File: src/rtl/sig_bundle_pkg.sv
// Shared types for the x/y/z signal-bundle delay queue.
// Provides the bundle struct, the queue entry struct and the default timestamp width.
package sig_bundle_pkg;

    localparam int TW_DEFAULT = 6;

    typedef struct packed {
        logic x;
        logic y;
        logic z;
    } sig_bundle_t;

    typedef struct packed {
        sig_bundle_t              b;
        logic [TW_DEFAULT-1:0]    due;
    } dq_entry_t;

endpackage

File: src/rtl/sig_bundle_queue_mem.sv
// In-order entry storage for the bundle delay queue.
// Ports: clk/rst, push/pop strobes, write bundle+due, head bundle, read pointer,
//        per-entry valid bits and due times, full flag and occupancy level.
module sig_bundle_queue_mem
    import sig_bundle_pkg::*;
#(
    parameter int DEPTH = 4,
    parameter int TW = TW_DEFAULT,
    localparam int AW = $clog2(DEPTH),
    localparam int LW = $clog2(DEPTH + 1)
) (
    input  logic                       clk,
    input  logic                       rst,
    input  logic                       push,
    input  logic                       pop,
    input  sig_bundle_t                wr_bundle,
    input  logic [TW-1:0]              wr_due,
    output sig_bundle_t                head_bundle,
    output logic [AW-1:0]              rd_ptr,
    output logic [DEPTH-1:0]           valid,
    output logic [DEPTH-1:0][TW-1:0]   dues,
    output logic                       full,
    output logic [LW-1:0]              level
);

    sig_bundle_t   bundles [DEPTH];
    logic [AW-1:0] wr_ptr;

    always_ff @(posedge clk) begin
        if (rst) begin
            valid  <= '0;
            wr_ptr <= '0;
            rd_ptr <= '0;
            level  <= '0;
        end else begin
            if (push) begin
                valid[wr_ptr] <= 1'b1;
                wr_ptr        <= wr_ptr + AW'(1);
            end
            if (pop) begin
                valid[rd_ptr] <= 1'b0;
                rd_ptr        <= rd_ptr + AW'(1);
            end
            case ({push, pop})
                2'b10:   level <= level + LW'(1);
                2'b01:   level <= level - LW'(1);
                default: level <= level;
            endcase
        end
    end

    // Payload needs no reset: valid bits gate every use of it.
    always_ff @(posedge clk) begin
        if (push) begin
            bundles[wr_ptr] <= wr_bundle;
            dues[wr_ptr]    <= wr_due;
        end
    end

    assign head_bundle = bundles[rd_ptr];
    assign full        = (level == LW'(DEPTH));

endmodule

File: src/rtl/sig_bundle_delay_queue.sv
// Delay queue releasing x/y/z bundles in order once their per-entry delay expires.
// Ports: clk, rst, in_valid/in_ready/in_bundle/in_delay upstream,
//        out_valid/out_ready/out_bundle downstream, level occupancy.
module sig_bundle_delay_queue
    import sig_bundle_pkg::*;
#(
    parameter int DEPTH = 4,
    parameter int MAX_DELAY = 31,
    localparam int DW = $clog2(MAX_DELAY + 1),
    localparam int TW = $clog2(MAX_DELAY + 2),
    localparam int AW = $clog2(DEPTH),
    localparam int LW = $clog2(DEPTH + 1)
) (
    input  logic            clk,
    input  logic            rst,
    input  logic            in_valid,
    output logic            in_ready,
    input  sig_bundle_t     in_bundle,
    input  logic [DW-1:0]   in_delay,
    output logic            out_valid,
    input  logic            out_ready,
    output sig_bundle_t     out_bundle,
    output logic [LW-1:0]   level
);

    logic [TW-1:0]             now;
    logic [TW-1:0]             delay_c;
    logic [TW-1:0]             due;
    logic                      push;
    logic                      pop;
    logic                      full;
    logic                      head_valid;
    logic [AW-1:0]             rd_ptr;
    logic [DEPTH-1:0]          valid;
    logic [DEPTH-1:0][TW-1:0]  dues;
    logic [DEPTH-1:0]          ripe;
    sig_bundle_t               head_bundle;
    sig_bundle_t               held;

    always_ff @(posedge clk) begin
        if (rst) now <= '0;
        else     now <= now + TW'(1);
    end

    assign delay_c = (TW'(in_delay) > TW'(MAX_DELAY)) ? TW'(MAX_DELAY) : TW'(in_delay);
    // The +1 makes the entry ripe no earlier than the cycle it becomes visible.
    assign due     = now + delay_c + TW'(1);

    assign in_ready = !full;
    assign push     = in_valid && in_ready;
    assign pop      = out_valid && out_ready;

    sig_bundle_queue_mem #(
        .DEPTH (DEPTH),
        .TW    (TW)
    ) u_mem (
        .clk         (clk),
        .rst         (rst),
        .push        (push),
        .pop         (pop),
        .wr_bundle   (in_bundle),
        .wr_due      (due),
        .head_bundle (head_bundle),
        .rd_ptr      (rd_ptr),
        .valid       (valid),
        .dues        (dues),
        .full        (full),
        .level       (level)
    );

    // Sticky ripe bits: an equality hit is latched so that counter wrap
    // during long backpressure can never make an entry unripe again.
    always_ff @(posedge clk) begin
        if (rst) begin
            ripe <= '0;
        end else begin
            for (int i = 0; i < DEPTH; i++) begin
                if (pop && i == int'(rd_ptr))
                    ripe[i] <= 1'b0;
                else if (valid[i] && now == dues[i])
                    ripe[i] <= 1'b1;
            end
        end
    end

    assign head_valid = valid[rd_ptr];
    assign out_valid  = head_valid && (ripe[rd_ptr] || now == dues[rd_ptr]);

    always_ff @(posedge clk) begin
        if (rst)      held <= '0;
        else if (pop) held <= head_bundle;
    end

    assign out_bundle = out_valid ? head_bundle : held;

endmodule

File: config.mk
export PLATFORM = sky130hd
export DESIGN_NAME = sig_bundle_delay_queue
export DESIGN_NICKNAME = d
export VERILOG_FILES = /design/src/rtl/sig_bundle_pkg.sv /design/src/rtl/sig_bundle_queue_mem.sv /design/src/rtl/sig_bundle_delay_queue.sv
export SDC_FILE = /design/constraint.sdc
export NUM_CORES = 1
export LEC_CHECK = 0
export CAP_MARGIN = 5
export CORE_MARGIN = 1
export CORE_UTILIZATION = 53
export DETAILED_ROUTE_END_ITERATION = 6
export GPL_TIMING_DRIVEN = 0
export PLACE_DENSITY = 0.76
export SLEW_MARGIN = 10
export SYNTH_ARGS = -nofsm -noshare
export SYNTH_HDL_FRONTEND = slang
export SYNTH_SLANG_ARGS = --single-unit
export TNS_END_PERCENT = 1
File: constraint.sdc
create_clock -name clk -period 2.7 [get_ports clk]
set_input_delay 0.54 -clock clk [delete_from_list [all_inputs] [get_ports clk]]
set_output_delay 0.54 -clock clk [all_outputs]
set_load 0.01 [all_outputs]
==> flow_results.org, run 1 <==
#+TITLE: Physical design notes

** Outcome
- Outcome :: finished, violations left
- The final reports fail on setup timing.

** Drt
- Remaining antenna violation count after routing :: 0
- Detail Route met3 WL :: 291 µm
- After detailed routing, the wire length on met1 is 2580 µm.
- Routed len/inst :: 16.7 µm
- Per the detail_route log, met2 wirelength is 2790 µm.
- Drt initial violations :: 114
- Post-detailed-route via-to-cell ratio :: 5.46

** Cells and area
- Nonclk buf count :: 38
- Number of multi-input combinational cells in the layout :: 148
- Non-clock inverters :: 11
- Compared with the post-synthesis result, the final layout area differs by 21.3%.
- Share of the core filled with cells in the final layout :: 68.5%
- Logic cell area :: 1350 µm²
- Number of inserted diodes :: 0
- Registers represent a cell area share of 44.4%.
- The register with the most flip-flops in the layout has 24 of them.
- Fraction of standard cell area in multi-input logic :: 37.5%
- Largest register by flop count :: u_mem.dues
- Per the cell usage report, the commonest logic cell in the layout is sky130_fd_sc_hd__edfxtp_1.
- Fraction of final layout cells sized beyond drive strength 1 :: 20.4%
- The class occupying the most area after layout is reported as sequential cells.
- Per the layout report, the design carries 410 filler cells.
- Portion of the layout cell area used by non-clock buffers :: 8.46%
- Most instantiated logic cells after routing :: sky130_fd_sc_hd__edfxtp_1, sky130_fd_sc_hd__nor2_1, sky130_fd_sc_hd__dfxtp_1
- The largest registers in the layout are u_mem.dues: 24 flops, u_mem.bundles: 12 flops, now: 6 flops.
- Summing all flip-flop and latch instances after layout gives 1600 µm².

** Power and ir drop
- In the power breakdown, the biggest contributor is sequential cells.
- The script extracted a total leakage power of 1.36 nW.
- Power Density :: 613 nW/µm²
- In the power breakdown, the internal column shows 0.00171 W.
- Share of power burned in registers :: 49.4%
- Summed over all combinational cells, the power is 0.000253 W.
- Power attributed to sequential cells is 0.00109 W.
- For this design the total switching power over the nets is 0.000501 W.
- The clock network accounts for 39.1% of the total power.
- Combinational logic burns 11.4% of the power.
- Worst ir drop on vdd :: 0.457 mV

** Timing
- Relative slew margins :: 59.5%
- The final timing report counts setup violations totalling 6.
- For the final routed database, the setup TNS stands at -1.36 ns.
- Clock tree skew after final layout :: 0.00838 ns
- After layout, the worst setup slack is -0.313 ns.
- Worst hold margin :: 0.498 ns
- For reference, the final report shows the max-slew violation count at 0.
- Final period utilization :: 112%
- Max Clk Rate :: 332 MHz
- The smallest clock period supported by the final layout is computed as 3.01 ns.
- Unrepaired setup endpoints after global routing :: yes
- Transition time of the tightest slew-check pin :: 0.607 ns
- Final hold vios :: 0

** Logic synthesis
- Post-synthesis cell area :: 2980 µm²
- Cell accounting for the most synthesized area :: sky130_fd_sc_hd__edfxtp_1
- Post-synthesis mux area share :: 10.4%
- Proportion of register bits with asynchronous set or reset after synthesis :: 0%
- The synthesized netlist devotes 11.8% of its cell area to XOR and XNOR gates.
- In the post-synthesis netlist, the cell with the most instances is sky130_fd_sc_hd__edfxtp_1.
- Instance count of the mapped netlist :: 233
- Distinct cells, synth :: 30
- Dominant synthesized flop cell :: sky130_fd_sc_hd__edfxtp_1
- FA/HA/MAJ Cells, Area Fraction :: 7.65%
- When the netlist entered floorplanning its net count stood at 262.
- By area the synthesized netlist is led by sky130_fd_sc_hd__edfxtp_1, sky130_fd_sc_hd__dfxtp_1, sky130_fd_sc_hd__mux4_2, sky130_fd_sc_hd__xnor2_1, sky130_fd_sc_hd__ha_1.
- Number of cell instances after yosys synthesis :: 233
- In this run, the synthesized area fraction spent on and/or/nand/nor cells is recorded as 8.41%.
- Area share of the largest cell type after synthesis :: 36.3%
- Summing the areas of all compound-gate instances in the mapped netlist gives 4.42% of the synthesized area.
- Dominant kind of combinational cell :: XOR/XNOR gates
- After synthesis the netlist holds a flip-flop and latch count of 62.
- Synthesized area per cell :: 12.8 µm²
- Sequential element share of the synthesized area :: 53.8%

** Critical path
- Cell-by-cell trace of the critical path :: buf_8 > mux4_2 > xnor2_2 > nand4_1 > nor2_1 > o21ai_2 > buf_4 > mux2_4 > buf_6
- Launch instance of the worst register-to-register path :: u_mem.rd_ptr[0]
- Buffer and inverter count on the worst path :: 3
- Depth of the worst register-to-register path :: 13
- STA puts the critical path data required time at 2.16 ns.
- Critical path capture point :: out_bundle[2]
- Kind of start point of the critical path :: register
- On the critical path the largest part of the delay comes from multiplexers.
- The worst setup path is captured at an output pin.
- The critical path starts at u_mem.rd_ptr[0].
- Slowest cell delay on critical path :: 0.53 ns
- The critical path crosses 9 cells after its start point.
- Critical-path maximum fanout :: 6
- Capture point of the worst reg-to-reg path :: u_mem.level[2]
- Critical Setup Path Class :: reg2out
- Arrival time reported for the critical path endpoint :: 2.47 ns

** Die
- Core box area :: 5270 µm²
- Initial Utilization :: 56.5%
- I/O pin count :: 20
- The floorplan has 26 rows.
- Height of the chip :: 76.9 µm
- Well tap count :: 70

** Place
- Placed cell area :: 3260 µm²
- Logged for this run, the post-placement worst setup slack is -0.506 ns.
- DP Cell Count :: 321
- Total of buffers placed on input and output ports :: 18

** Global routing
- Met3 GRT Util :: 3.69%
- Vias in the first global route :: 1972
- Overall routing resource usage :: 21.7%
- Antenna violations before repair :: 0
- GR Overflow Total :: 0
- Looking at the global route congestion table, the highest-usage layer is met2.
- Global-route wire length before repair :: 9460 µm

** Clocking
- The longest clock path from root to sink contains 2 buffers.
- In this run the clock root is driven by a sky130_fd_sc_hd__clkbuf_8.
- H-Tree Depth :: 3
- Clock buffers created by TritonCTS :: 9
- Clock tree from TritonCTS :: done
- After clock tree synthesis, the flow added hold-fix buffers numbering 0.
- Per the post-CTS timing run, clock transition at the registers of the reported paths is 0.06 ns.
- The clock drives 62 sinks.

** Run
- Tool Warnings :: 35
- Max-cap viol count :: 0

** Hold path
- The endpoint of the worst hold path is reported as held[1].
- Worst hold path class :: reg2reg
- The worst hold path was traced through 2 stages.
- For the worst min-delay path, the startpoint reported by OpenROAD is held[1].
run_1/pinout.png
(4 px per µm) Pins as bars across the die edge, other pins in grey.
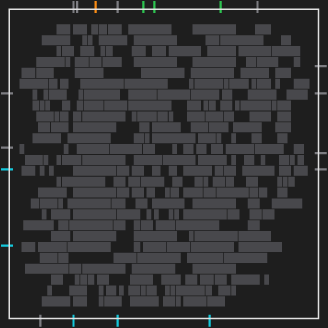
[in_ready] orange | pins: 1 | direction: output | edge: north
[in_delay] cyan | pins: 5 | direction: input | edge: 3 south, 2 west
[in_bundle] green | pins: 3 | direction: input | edge: north

run_1/m2.png
(4 px per µm)
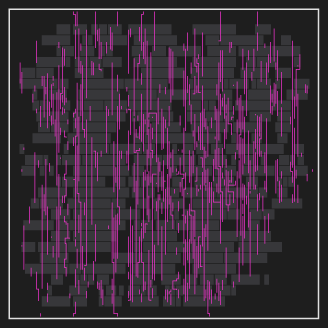
wire length on this layer: 2790 µm
nets with wire on the layer: 264
main direction: vertical
longest straight run: 36.4 µm
share of all routed wire: 48%
vias after detailed routing: 1883
M2 GR Usage: 34.8%
aggregate routed wire length: 5780 µm

run_1/class_map.png
(4 px per µm) Fill, decap, tap and diode cells in grey.
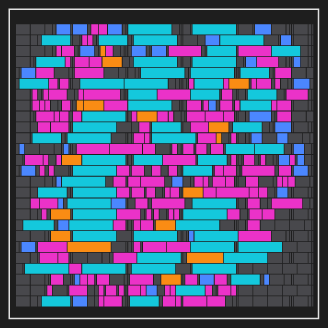
[clock drivers and dummy loads] orange | cells: 16 | share of their area: 6.2%
[remaining buffers and delay cells] blue | cells: 38 | share of their area: 8.7%
[remaining logic cells] magenta | cells: 159 | share of their area: 40%
[sequential cells] cyan | cells: 62 | share of their area: 46%

run_1/clock_nets.png
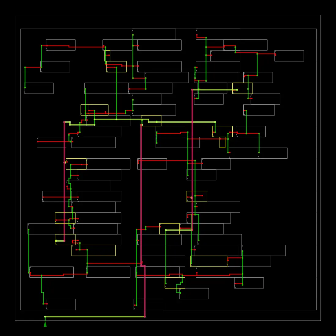
Clock Latency Late Sink: 0.34 ns
total of clock buffers placed in the layout: 13
power drawn by the clock network: 0.000866 W
FF+latch count: 62

==> inputs of run 2 (changes only) <==
Settings changed: SYNTH_HIERARCHICAL set to 1.
run_2/clock_wires.png
(8 px per µm)
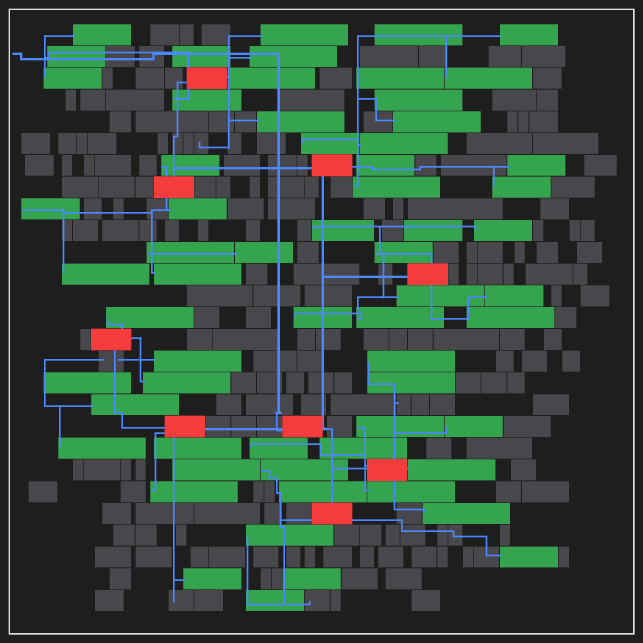
[clock-net drivers] red | count: 9
[flip-flops] green | count: 62
[clock wires] blue | length: 712 µm
flops lie: spread over the die
routed clock nets: 10
power drawn by the clock network: 0.000697 W
clock tree skew after final layout: 0.0116 ns
Clk network pwr share: 34.0%
Clock Latency Late Sink: 0.33 ns

==> run 2 against run 1 <==
Against the previous run: the run still ends with setup timing left; die area grew 2.5%; register-to-register slack is essentially flat; wire length grew 4.0%; via count shrank 2.0%; cell count shrank 0.29%; critical path depth is the same; largest cell class unchanged; largest power group unchanged.
==> flow_results.org, run 2 <==
#+TITLE: Physical design notes

** Outcome
- The run finished, with violations left.
- The final reports fail on setup timing.

** Clocking
- H-Tree Depth :: 3 (unchanged)
- The tree is rooted in a sky130_fd_sc_hd__clkbuf_8.
- Clock tree from TritonCTS :: done
- CTS max path bufs :: 2 (unchanged)
- The post-CTS clock slew at the launch and capture registers of the worst setup and hold paths is 0.07 ns (about the same).

** Global routing
- The remaining global-route overflow is 0 (unchanged).
- The met3 usage in global routing came to 6.35% (+2.7 points).
- met2 is the most crowded layer.
- M2 GR Usage :: 33.5% (-1.3 points)

** Logic synthesis
- Post-synthesis cell area :: 3050 µm² (+2.6%)
- And+or+nand+nor area frac :: 7.21% (-1.2 points)
- The most used flip-flop cell after synthesis is sky130_fd_sc_hd__edfxtp_1.
- The xor and xnor area share after synthesis came to 13.3% (+1.5 points).
- In the synthesized netlist, the dominant kind of combinational cell is XOR/XNOR gates.
- The count of distinct cell types in the synthesized netlist came to 33 (+10%).
- The post-synthesis net count was 259 (-1.1%).
- By area the synthesized netlist is led by sky130_fd_sc_hd__edfxtp_1, sky130_fd_sc_hd__dfxtp_1, sky130_fd_sc_hd__mux4_2, sky130_fd_sc_hd__ha_1, sky130_fd_sc_hd__xnor2_1.
- The fraction of the mapped netlist area in adder cells was 7.46% (-0.19 points).
- Number of cell instances after yosys synthesis :: 230 (-1.3%)
- Ao+oa area frac :: 5.12% (+0.71 points)
- Sequential element share of the synthesized area :: 52.5% (-1.4 points)
- The register bit count reported by yosys is 62 (unchanged).
- The top cell type's share of synthesized area was 35.4% (-0.92 points).

** Drt
- The post-detailed-route via-to-cell ratio was 5.37 (-1.7%).
- The number of violations reported at the end of detailed-routing iteration 0 was 194 (+70%).
- The met1 wire length is 2680 µm (+3.7%).
- The wire length on met2 was 2830 µm (+1.5%).

** Power and ir drop
- Internal :: 0.00152 W (-11%)
- The register share of total power came to 53.4% (+4.0 points).
- Power Density :: 565 nW/µm² (-7.9%)
- Worst ir drop on vdd :: 0.384 mV (-16%)
- The share of total power in combinational logic was 12.6% (+1.2 points).
- Combinational logic power :: 0.000258 W (+2%)
- Sequential group power :: 0.00109 W (about the same)

** Hold path
- Worst hold start :: u_mem/valid[3]

** Critical path
- In this run the worst setup path begins at u_mem/rd_ptr[0].
- The worst setup path is of the reg2out kind.
- The capture point of the worst register-to-register path is recorded as u_mem/level[2].
- STA classifies the critical path startpoint as a register.
- The launch point of the worst register-to-register path is recorded as u_mem/rd_ptr[0].
- The timing report attributes the biggest portion of critical-path delay to multiplexers.
- The worst setup path is captured at an output pin.
- Critical path capture point :: out_bundle[1]
- The number of cells on the worst reg-to-reg path was 11 (-2).

** Cells and area
- The share of the core filled with cells in the final layout came to 65.5% (-3.0 points).
- The storage element area is 1610 µm² (+0.16%).
- The combinational gate area is 1380 µm² (+2.1%).
- Portion of the layout cell area used by non-clock buffers :: 9.07% (+0.61 points)
- Non-clock inverters :: 13 (+2)
- The number of clock-tree buffers in the layout is 9 (-4).
- The share of cell area taken by flip-flops and latches was 44.3% (-0.16 points).
- Biggest regs :: u_mem/dues: 24 flops, u_mem/bundles: 12 flops, now: 6 flops
- The count of flip-flops and latches came to 62 (unchanged).
- Area Growth Syn to Fin :: 18.9%
- The largest cell class by area is sequential cells.

** Timing
- The worst path setup slack after routing was -0.339 ns (-0.0260 ns).
- Relative slew margins :: 60.5% (+1.0 points)
- Clock period minus worst slack :: 3.04 ns (+0.0260 ns)
- The highest attainable clock frequency is 329 MHz (-0.86%).
- The slew of the pin with the lowest slew margin was 0.592 ns (-0.0152 ns).
- The final setup violation count was 5 (-1).
- Unrepaired setup endpoints after global routing :: yes
- The worst slack on hold paths is 0.498 ns (-0.000208 ns).

** Die
- Core box area :: 5540 µm² (+5.1%)
- The tapcell count was 72 (+2.9%).
- The die span in y was 77.9 µm (+1.3%).
- The number of standard-cell rows in the floorplan was 27 (+3.8%).
- The pre-placement core utilization is 55.1% (-1.4 points).

** Place
- Total of buffers placed on input and output ports :: 19 (+1)
- The cell total after placement is 321 (unchanged).
- Placed cell area :: 3330 µm² (+2.4%)

** Run
- Tool Warnings :: 34 (-2.9%)
- Max-cap viol count :: 0 (unchanged)
run_2/pinout.png
(4 px per µm) Pins as bars across the die edge, other pins in grey.
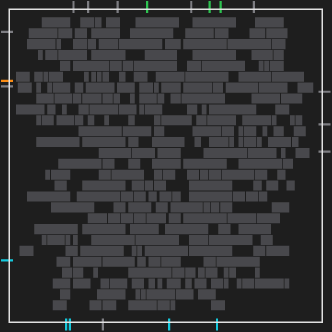
[in_ready] orange | pins: 1 | direction: output | edge: west
[in_bundle] green | pins: 3 | direction: input | edge: north
[in_delay] cyan | pins: 5 | direction: input | edge: 4 south, 1 west

No activity file was given, so power comes from the tool's default toggle rates.
